## config.mk

```make
export PLATFORM = sky130hd
export DESIGN_NAME = matmul_sequencer_flat
export DESIGN_NICKNAME = d
export VERILOG_FILES = /design/src/rtl/matmul_if.sv /design/src/rtl/matmul_sequencer.sv /design/src/flat_wrapper.sv
export SDC_FILE = /design/constraint.sdc
export NUM_CORES = 1
export LEC_CHECK = 0
export ABC_AREA = 1
export CELL_PAD_IN_SITES_DETAIL_PLACEMENT = 0
export CELL_PAD_IN_SITES_GLOBAL_PLACEMENT = 1
export CORE_UTILIZATION = 30
export CTS_BUF_LIST = sky130_fd_sc_hd__clkbuf_4
export DETAILED_ROUTE_END_ITERATION = 8
export MAX_ROUTING_LAYER = met4
export PLACE_DENSITY_LB_ADDON = 0.1
export SYNTH_ARGS = -nofsm -noshare
export SYNTH_HDL_FRONTEND = slang
export SYNTH_SLANG_ARGS = --single-unit
```

## constraint.sdc

```tcl
create_clock -name clk -period 22 [get_ports clk]
set_input_delay 4.4 -clock clk [delete_from_list [all_inputs] [get_ports clk]]
set_output_delay 4.4 -clock clk [all_outputs]
set_load 0.01 [all_outputs]
```

## src/rtl/matmul_if.sv

```systemverilog
// Bundles the matmul_sequencer control, ROM and result-stream signals.
// The master modport is the sequencer side. The slave modport is the ROM and consumer side.
interface matmul_if #(
    parameter int N      = 4,
    parameter int DATA_W = 16,
    parameter int ACC_W  = 2*DATA_W + $clog2(N)
);
    localparam int AW = $clog2(N*N);
    localparam int RW = $clog2(N);

    logic                     start;
    logic                     busy;
    logic                     done;
    logic        [AW-1:0]     a_addr;
    logic        [AW-1:0]     b_addr;
    logic signed [DATA_W-1:0] a_data;
    logic signed [DATA_W-1:0] b_data;
    logic                     c_valid;
    logic                     c_ready;
    logic signed [ACC_W-1:0]  c_data;
    logic        [RW-1:0]     c_row;
    logic        [RW-1:0]     c_col;

    modport master (
        input  start, a_data, b_data, c_ready,
        output busy, done, a_addr, b_addr, c_valid, c_data, c_row, c_col
    );

    modport slave (
        output start, a_data, b_data, c_ready,
        input  busy, done, a_addr, b_addr, c_valid, c_data, c_row, c_col
    );
endinterface

```

## src/rtl/matmul_sequencer.sv

```systemverilog
// Sequences an NxN signed matrix multiply C = A*B over two 1-cycle ROMs.
// Each C element is streamed out in row-major order on a valid/ready handshake.
module matmul_sequencer #(
    parameter int N      = 4,
    parameter int DATA_W = 16,
    parameter int ACC_W  = 2*DATA_W + $clog2(N)
) (
    input  logic      clk,
    input  logic      rst,
    matmul_if.master  bus
);
    localparam int AW = $clog2(N*N);
    localparam int RW = $clog2(N);
    localparam logic [RW-1:0] LAST_IDX = RW'(N-1);
    localparam logic [AW-1:0] N_AW     = AW'(N);

    typedef enum logic [2:0] {IDLE, RUN, LAST, OUT, DONE} state_t;

    state_t                   state, state_nxt;
    logic        [RW-1:0]     r, c, k;
    logic                     mac_en;
    logic signed [ACC_W-1:0]  acc;
    logic signed [2*DATA_W-1:0] a_ext, b_ext, prod;
    logic                     last_k, last_elem, accept;

    assign last_k    = (k == LAST_IDX);
    assign last_elem = (r == LAST_IDX) && (c == LAST_IDX);
    assign accept    = (state == OUT) && bus.c_ready;

    // Both operands are widened first so the product keeps full signed precision.
    assign a_ext = {{DATA_W{bus.a_data[DATA_W-1]}}, bus.a_data};
    assign b_ext = {{DATA_W{bus.b_data[DATA_W-1]}}, bus.b_data};
    assign prod  = a_ext * b_ext;

    assign bus.a_addr  = (state == RUN) ? AW'(r) * N_AW + AW'(k) : '0;
    assign bus.b_addr  = (state == RUN) ? AW'(k) * N_AW + AW'(c) : '0;
    assign bus.c_data  = acc;
    assign bus.c_row   = r;
    assign bus.c_col   = c;

    always_ff @(posedge clk) begin
        if (rst) state <= IDLE;
        else     state <= state_nxt;
    end

    always_comb begin
        state_nxt   = state;
        bus.busy    = 1'b1;
        bus.done    = 1'b0;
        bus.c_valid = 1'b0;
        case (state)
            IDLE: begin
                bus.busy = 1'b0;
                if (bus.start) state_nxt = RUN;
            end
            RUN:  if (last_k) state_nxt = LAST;
            LAST: state_nxt = OUT;
            OUT: begin
                bus.c_valid = 1'b1;
                if (bus.c_ready) state_nxt = last_elem ? DONE : RUN;
            end
            DONE: begin
                bus.done  = 1'b1;
                state_nxt = IDLE;
            end
            default: state_nxt = IDLE;
        endcase
    end

    // The ROM data lags the address by one cycle, so mac_en trails the RUN state.
    always_ff @(posedge clk) begin
        if (rst) begin
            r      <= '0;
            c      <= '0;
            k      <= '0;
            acc    <= '0;
            mac_en <= 1'b0;
        end else begin
            mac_en <= (state == RUN);
            if (state == IDLE && bus.start) begin
                r   <= '0;
                c   <= '0;
                k   <= '0;
                acc <= '0;
            end
            if (state == RUN) k <= last_k ? '0 : k + RW'(1);
            if (mac_en) acc <= acc + {{(ACC_W-2*DATA_W){prod[2*DATA_W-1]}}, prod};
            if (accept) begin
                acc <= '0;
                k   <= '0;
                if (c == LAST_IDX) begin
                    c <= '0;
                    r <= (r == LAST_IDX) ? '0 : r + RW'(1);
                end else begin
                    c <= c + RW'(1);
                end
            end
        end
    end
endmodule

```

## src/flat_wrapper.sv

```systemverilog
// flat-port wrapper written by rule: the top's interface ports become plain ports
module matmul_sequencer_flat 
#(
    parameter int N      = 4,
    parameter int DATA_W = 16,
    parameter int ACC_W  = 2*DATA_W + $clog2(N)
)
  (clk, rst, bus_start, bus_a_data, bus_b_data, bus_c_ready, bus_busy, bus_done, bus_a_addr, bus_b_addr, bus_c_valid, bus_c_data, bus_c_row, bus_c_col);
  matmul_if #(.N(N), .DATA_W(DATA_W), .ACC_W(ACC_W)) bus_i ();
  input  logic clk;
  input  logic rst;
  input wire logic [$bits(bus_i.start)-1:0] bus_start;
  input wire logic [$bits(bus_i.a_data)-1:0] bus_a_data;
  input wire logic [$bits(bus_i.b_data)-1:0] bus_b_data;
  input wire logic [$bits(bus_i.c_ready)-1:0] bus_c_ready;
  output wire logic [$bits(bus_i.busy)-1:0] bus_busy;
  output wire logic [$bits(bus_i.done)-1:0] bus_done;
  output wire logic [$bits(bus_i.a_addr)-1:0] bus_a_addr;
  output wire logic [$bits(bus_i.b_addr)-1:0] bus_b_addr;
  output wire logic [$bits(bus_i.c_valid)-1:0] bus_c_valid;
  output wire logic [$bits(bus_i.c_data)-1:0] bus_c_data;
  output wire logic [$bits(bus_i.c_row)-1:0] bus_c_row;
  output wire logic [$bits(bus_i.c_col)-1:0] bus_c_col;
  assign bus_i.start = bus_start;
  assign bus_i.a_data = bus_a_data;
  assign bus_i.b_data = bus_b_data;
  assign bus_i.c_ready = bus_c_ready;
  assign bus_busy = bus_i.busy;
  assign bus_done = bus_i.done;
  assign bus_a_addr = bus_i.a_addr;
  assign bus_b_addr = bus_i.b_addr;
  assign bus_c_valid = bus_i.c_valid;
  assign bus_c_data = bus_i.c_data;
  assign bus_c_row = bus_i.c_row;
  assign bus_c_col = bus_i.c_col;
  matmul_sequencer #(.N(N), .DATA_W(DATA_W), .ACC_W(ACC_W)) u_core (.clk(clk), .rst(rst), .bus(bus_i));
endmodule
```

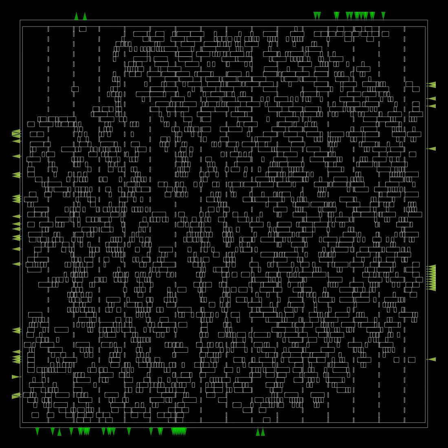
**Above:** run 1 (cell outlines without signal wires).
Seq area share: 0.0557
Seq cells: 44
Final Util: 0.337
Site Rows: 79
core area: 47000 µm²

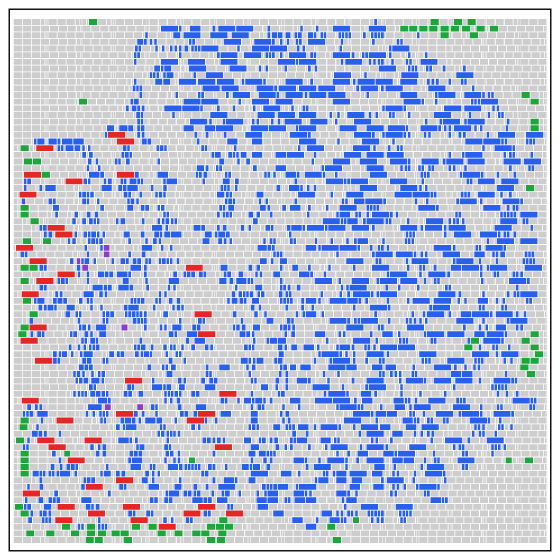
**Above:** run 1 (cells colored by class).
Fill, decap, tap and diode cells in gray.
color	class	cells	share of their area
red	sequential cells	44	5.9%
blue	combinational and other logic	1887	88%
purple	clock drivers and dummy loads	7	0.33%
green	remaining buffers and delay cells	88	5.8%

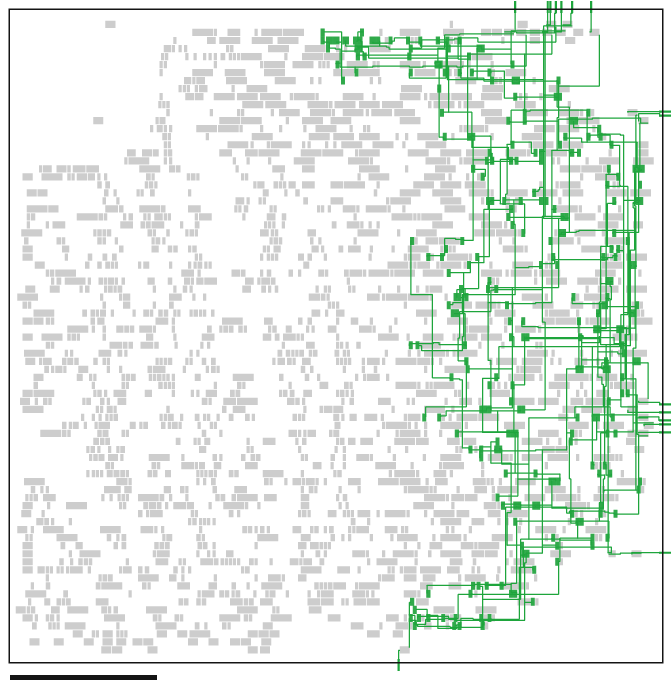
**Above:** run 1 (I/O nets highlighted).
Scale bar: 50 µm.
color	port	bits	direction	edge	end cells	buffers	wire
green	`bus_a_data`	16	input	8 east, 7 north, 1 south	256	17	4930 µm

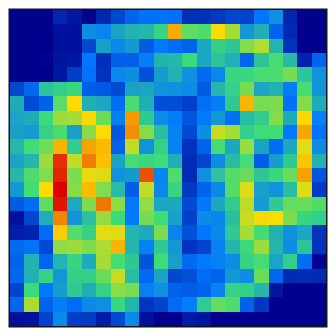
**Above:** run 1 (routed metal per tile).
The die is cut into 22 by 22 equal tiles; dark blue is low, red is high, scaled to the fullest tile. Values are wire area over tile area, all layers added.
nearly empty tiles	8.3%
emptiest ninth of the die	north-west
densest ninth of the die	west
mean over tiles	0.13
tiles over half the peak	25%
via count: 12000
drt total wl: 43200 µm

==> flow_summary_export.csv, run 1 <==
group,metric,value,unit
status,status,"finished clean",
synth,ys.flops,44,
timing,fin_setup_tns,0,ns
worst_setup_path,required,22.34,ns
synth,synthTopCellsByCount,"inv_1, nand2_1, fa_1",
synth,synthCells,2000,
worst_setup_path,critPathMaxFanout,16,
timing,hold_ws,0.503,ns
timing,slew_headroom,0.382,
clock_tree,cts_setup_buffers,0,
synth,synth_top_area_share,0.365,
clock_tree,postCtsHoldBufs,0,
worst_setup_path,critical-path-top-delay-family,"adder cells",
die,fp_util,0.307,
layout,area_delta_synth_final,9.75,%
clock_tree,cts.htree.levels,2,
clock_tree,cts_tree,"yes",
timing,setup_slack,9.77,ns
placed_design,pre_cts_ws,9.24,ns
synth,ys_area,14400,µm²
detailed_routing,firstDrtPassIters,5,
worst_setup_path,cp_num_buf_inv,7,
clock_tree,post_cts_resized,0,
run,warnings,27,
clock_tree,cts_sinks,44,
global_route,grt_pass1_vias,12800,
worst_setup_path,crit_type,"input pin to register",
synth,syn-num-nets,2418,
placed_design,hpwlAfterDp,37300,µm
timing,fin_skew,0.0277,ns
timing,fmax,81.8,MHz
synth,edf_count,0,
clock_tree,cts.root.buffer_cell,"clkbuf_4",
die,die_x,221,µm
synth,synth_seq_share,0.0611,
synth,yosys-top-cells-area,"fa_1, inv_1, nand2_1",
timing,finalCritPeriodShare,0.556,
die,die_y,221,µm
detailed_routing,drt_iter0_drc,539,
synth,yosysCellCount,2000,
synth,synth_top_cell_by_count,"inv_1",
synth,synthArstFlopShare,0,
clock_tree,cts_buffers,5,
detailed_routing,wl_per_cell,16.4,µm
detailed_routing,drc_errors,0,
clock_tree,worstSkewPairLatency,0.40,ns
worst_hold_path,hold_path.class,"register to register",
worst_setup_path,cpPeakStageDelay,0.81,ns
global_route,grtUsageTotal,0.191,
die,io_pins,85,
global_route,grt_max_degree,30,
clock_tree,path_clk_slew,0.18,ns
die,chipArea,48900,µm²
layout,drive_above_1_share,0.0346,
run,maxCapViolCount,0,
clock_tree,clockBufferDepth,2,
placed_design,numPortBuffers,84,
worst_setup_path,crit_arrival,12.57,ns
worst_setup_path,cpMostUsedCell,"nand2_1",
synth,ys.flop_type,"dfxtp_1",
synth,yosysUniqueCellTypes,46,
worst_setup_path,startpoint_type,"input pin",
timing,finalHoldViolCount,0,
timing,timing.final.crit_period,12.23,ns
worst_setup_path,cp-end-kind,"register",
synth,yosysWarnings,0,
layout,final_nets,2444,
detailed_routing,via_per_inst,4.56,
detailed_routing,postRouteAntennaNets,0,
global_route,grt_pass1_wl,72400,µm
timing,setup_violations,0,
global_route,antenna_found_initial,1,
placed_design,finalWeightedCongestion,0.894,
global_route,overflow,0,
synth,syn-cell-area,14400,µm²
timing,worst_pin_slew,0.924,ns
worst_setup_path,cp_slowest_cell,"clkdlybuf4s50_1",
-- run 1: path summary, 6_finish.rpt --
kind	cells after the start	slack [ns]	startpoint	end
worst max-delay path	33	9.77	bus_b_data[1]	u_core.bus.c_data[33]
worst min-delay path	2	0.50	u_core.bus.c_data[2]	u_core.bus.c_data[2]
worst max register to register	14	19.17	u_core.bus.c_data[0]	u_core.bus.c_data[30]
worst min register to register	2	0.50	u_core.bus.c_data[2]	u_core.bus.c_data[2]
-- run 1: metrics by stage --
step | utilization | instance area, µm² | cells
after floorplan | - | 14400 | 2000
after global placement | 0.336 | 15800 | 2626
after detailed placement | 0.336 | 15800 | 2626
after CTS | 0.337 | 15800 | 2633
after global routing | 0.337 | 15800 | 2634
final | 0.337 | 15800 | 2634
-- run 1: worst reg2reg max path: cells and delay by family (launching register included) --
family	cells	cell delay [ns]
buf+inv	3	0.32
compound gates	2	0.27
fa+ha+maj	2	0.83
simple gates	7	0.94
flops	1	0.40
-- run 1: sequential cells by signal, indices dropped and copies added, names as in the netlist --
| name | cells |
|---|---|
| u_core.k | 2 |
| u_core.mac_en | 1 |
| u_core.bus.c_row | 2 |
| u_core.bus.c_data | 34 |
| u_core.bus.c_col | 2 |
| u_core.state | 3 |
-- run 1: placed cells by master, fill, tap and decap left out, types with 2 or more instances in the layout --
master,count
or2_2,6
nor2_1,97
clkdlybuf4s50_1,84
a21oi_1,116
a211oi_1,2
nand4_1,11
nor3_1,15
clkbuf_4,5
a21o_1,9
nor2_4,2
nand2_2,12
a31oi_1,4
nand2_1,506
inv_2,11
nand3_1,58
a21oi_2,7
xnor2_1,12
o21ai_0,38
dfxtp_1,44
or2_1,2
xor2_1,18
o21ai_1,8
buf_4,4
nor4_2,2
a221oi_1,2
nand3b_1,5
o21bai_1,9
nand3_2,6
and2_1,3
fa_1,263
nor2_2,3
o21ai_2,3
o211ai_2,2
inv_1,526
ha_1,119
-- run 1: per-layer routing --
metal,wire (µm),part of all wire,GRT usage,vias up
met2,20400,0.47,0.313,181
met3,1000,0.023,0.00916,37
met4,597,0.014,0.0296,0
met1,21100,0.49,0.265,5867
met5,0,0,-,-
li1,-,-,-,5935
-- run 1: cell families (layout without fill, tap and decap cells) --
kind of cell	count (synthesis)	in the layout	share of synthesized area
compound gates	206	206	0.0810
xor+xnor	30	30	0.0182
simple gates	732	732	0.212
flops	44	44	0.0611
other cells	0	1	0
buf+inv	606	632	0.159
fa+ha+maj	382	382	0.469
-- run 1: cell type report --
class                           instances  area, µm²
Sequential cell                        44        881
Antenna cell                            1       2.50
Tap cell                              607        759
Fill cell                            5134      31100
Clock inverter                          2       12.5
Multi-Input combinational cell       1350      11200
Timing Repair Buffer                   88        871
Clock buffer                            5       37.5
Inverter                              537       2020
--- run 2 (diff from run 1) ---
==> constraint.sdc (replaced) <==
create_clock -name clk -period 12 [get_ports clk]
set_input_delay 2.4 -clock clk [delete_from_list [all_inputs] [get_ports clk]]
set_output_delay 2.4 -clock clk [all_outputs]
set_load 0.01 [all_outputs]
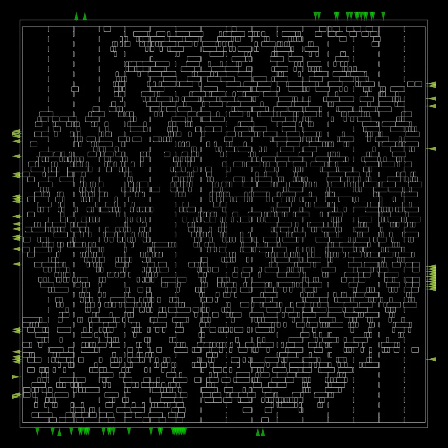
**Above:** run 2 (cell outlines without signal wires).
Seq area share: 0.0555
Tapcell Cnt: 607
non-filler cells, final: 2638
Final Util: 0.338
Fill cells: 5054

==> run 2 against run 1 <==
  * Register-to-register slack worse by 9.9 ns
  * Global-route usage hardly changed
  * Die size stayed put
  * Count of clock-buffer cells in the layout is 1 higher
  * Clock skew is 0.00050 ns lower
  * Setup slack worse by 8.1 ns
  * Routed wire length is 0.28% higher
  * Critical endpoint unchanged
  * Highest routed layer unchanged
==> flow_summary_export.csv, run 2 <==
group,metric,value,unit
synth,syn-cell-area,14400,µm²
run,warnings,27,
timing,timing.final.crit_period,10.34,ns
clock_tree,cts_tree,"yes",
synth,synth_top_area_share,0.365,
die,io_pins,85,
timing,rsz0062_at_grt,"no",
clock_tree,clockBufferDepth,2,
timing,setup_violations,0,
worst_setup_path,crit_type,"input pin to register",
detailed_routing,drt_iter0_drc,521,
worst_setup_path,startpoint_type,"input pin",
timing,finalCritPeriodShare,0.862,
global_route,antenna_found_initial,1,
clock_tree,cts.htree.levels,2,
layout,largest_reg_flops,34,
global_route,grtUsageTotal,0.191,
worst_setup_path,crit_arrival,10.68,ns
clock_tree,post_cts_resized,0,
synth,yosysWarnings,0,
synth,largest_area_cell,"fa_1",
die,rows,79,
synth,synthTopCellsByCount,"inv_1, nand2_1, fa_1",
status,status,"finished clean",
clock_tree,cts.root.buffer_cell,"clkbuf_4",
die,die_x,221,µm
synth,ys.flop_type,"dfxtp_1",
layout,mostFrequentLayoutCell,"inv_1",
timing,drv_slew,0,
synth,synth_seq_share,0.0611,
layout,comb_area,11200,µm²
detailed_routing,via_per_inst,4.51,
synth,yosysCellCount,2000,
synth,yosysUniqueCellTypes,46,
timing,setup_slack,1.66,ns
die,chipArea,48900,µm²
synth,edf_count,0,
clock_tree,worstSkewPairLatency,0.42,ns
die,die_y,221,µm
layout,area_delta_synth_final,10.1,%
worst_setup_path,required,12.35,ns
synth,synthArstFlopShare,0,
synth,yosys-top-cells-area,"fa_1, inv_1, nand2_1",
worst_setup_path,cpPeakStageDelay,0.79,ns
worst_hold_path,hold_path.class,"register to register",
placed_design,dp_cells,2629,
timing,worst_pin_slew,0.947,ns
synth,syn_avg_cell_area,7.20,µm²
detailed_routing,postRouteAntennaNets,0,
timing,fmax,96.7,MHz
synth,syn-num-nets,2418,
global_route,grt_pass1_vias,12900,
clock_tree,path_clk_slew,0.17,ns
worst_setup_path,critPathMaxFanout,16,
detailed_routing,firstDrtPassIters,5,
global_route,grt_pass1_wl,71900,µm
synth,synthCells,2000,
timing,slew_headroom,0.368,
layout,drive_above_1_share,0.0365,
global_route,grt_max_degree,30,
worst_setup_path,cp-end-kind,"register",
clock_tree,cts_buffers,5,
clock_tree,cts_setup_buffers,0,
detailed_routing,vias,11900,
worst_setup_path,cp_slowest_cell,"clkdlybuf4s50_1",
global_route,overflow,0,
timing,fin_skew,0.0272,ns
timing,fin_setup_tns,0,ns
placed_design,finalWeightedCongestion,0.871,
detailed_routing,drc_errors,0,
clock_tree,cts_sinks,44,
die,fp_util,0.307,
timing,finalHoldViolCount,0,
placed_design,pre_cts_ws,1.28,ns
run,maxCapViolCount,0,
detailed_routing,wl_per_cell,16.4,µm
worst_setup_path,cpMostUsedCell,"nand2_1",
layout,seqCellArea,881,µm²
placed_design,numPortBuffers,84,
placed_design,hpwlAfterDp,37800,µm
die,core,47000,µm²
synth,synth_top_cell_by_count,"inv_1",
synth,ys.flops,44,
synth,ys_area,14400,µm²
layout,final_nets,2447,
detailed_routing,wirelength,43300,µm
layout,lay_top_cells,"inv_1, nand2_1, fa_1",
clock_tree,postCtsHoldBufs,0,
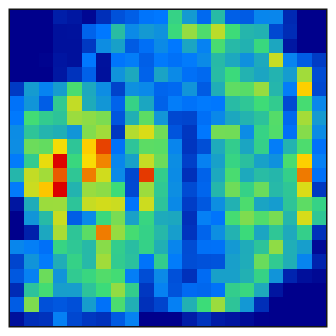
**Above:** run 2 (routed metal per tile).
The die is cut into 22 by 22 equal tiles; dark blue is low, red is high, scaled to the fullest tile. Values are wire area over tile area, all layers added.
mean over tiles	0.13
fullest tile	0.40
densest ninth of the die	west
tiles over half the peak	20%
emptiest ninth of the die	north-west

run 2: per-stage QoR:
| step | hold slack [ns] | cell area [µm²] | utilization |
|---|---|---|---|
| 6_report | 0.498 | 15900 | 0.338 |
| 5_1_grt | 0.530 | 15900 | 0.338 |
| 4_1_cts | 0.500 | 15900 | 0.338 |
| 3_5_place_dp | 0.477 | 15800 | 0.336 |
| 3_3_place_gp | 0.479 | 15800 | 0.336 |
| 2_1_floorplan | 0.476 | 14400 | - |
run 2: final cells by class:
class                      count  area share
antenna                        1    0.000158
clock buffer                   6     0.00284
clock inverter                 2     0.00221
inverter                     537       0.127
multi-input combinational   1350       0.708
sequential                    44      0.0555
tap                          607      0.0479
timing repair buffer          91      0.0563
run 2: worst paths after layout:
kind                                            from               endpoint  slack (ns)  cells past startpoint
worst max-delay path                   bus_b_data[1]  u_core.bus.c_data[33]        1.66                     33
worst max register to register  u_core.bus.c_data[0]  u_core.bus.c_data[30]        9.27                     14
worst min register to register  u_core.bus.c_data[2]   u_core.bus.c_data[2]        0.50                      2
worst min-delay path            u_core.bus.c_data[2]   u_core.bus.c_data[2]        0.50                      2
run 2: routing by layer:
layer	part of all wire	vias to the layer above	track usage	wire, µm
met1	0.49	5744	0.265	21200
met3	0.025	28	0.00956	1080
met5	0	-	-	0
met4	0.015	0	0.0341	662
li1	-	5945	-	-
met2	0.47	179	0.312	20400
run 2: worst max-delay path, delay by kind of cell:
family / cells / cell delay, ns
AOI/OAI and AO/OA: 5 / 1.17
xor gates and xnor gates: 1 / 0.32
adders and majority gates: 8 / 3.95
buffers and inverters: 7 / 1.54
and+or+nand+nor: 12 / 1.28
run 2: cells by family (layout without fill, tap and decap cells):
| group | after synthesis | count (layout) | synth area share |
|---|---|---|---|
| buf+inv | 606 | 636 | 0.159 |
| fa+ha+maj | 382 | 382 | 0.469 |
| xor+xnor | 30 | 30 | 0.0182 |
| flops | 44 | 44 | 0.0611 |
| other cells | 0 | 1 | 0 |
| simple gates | 732 | 732 | 0.212 |
| compound gates | 206 | 206 | 0.0810 |
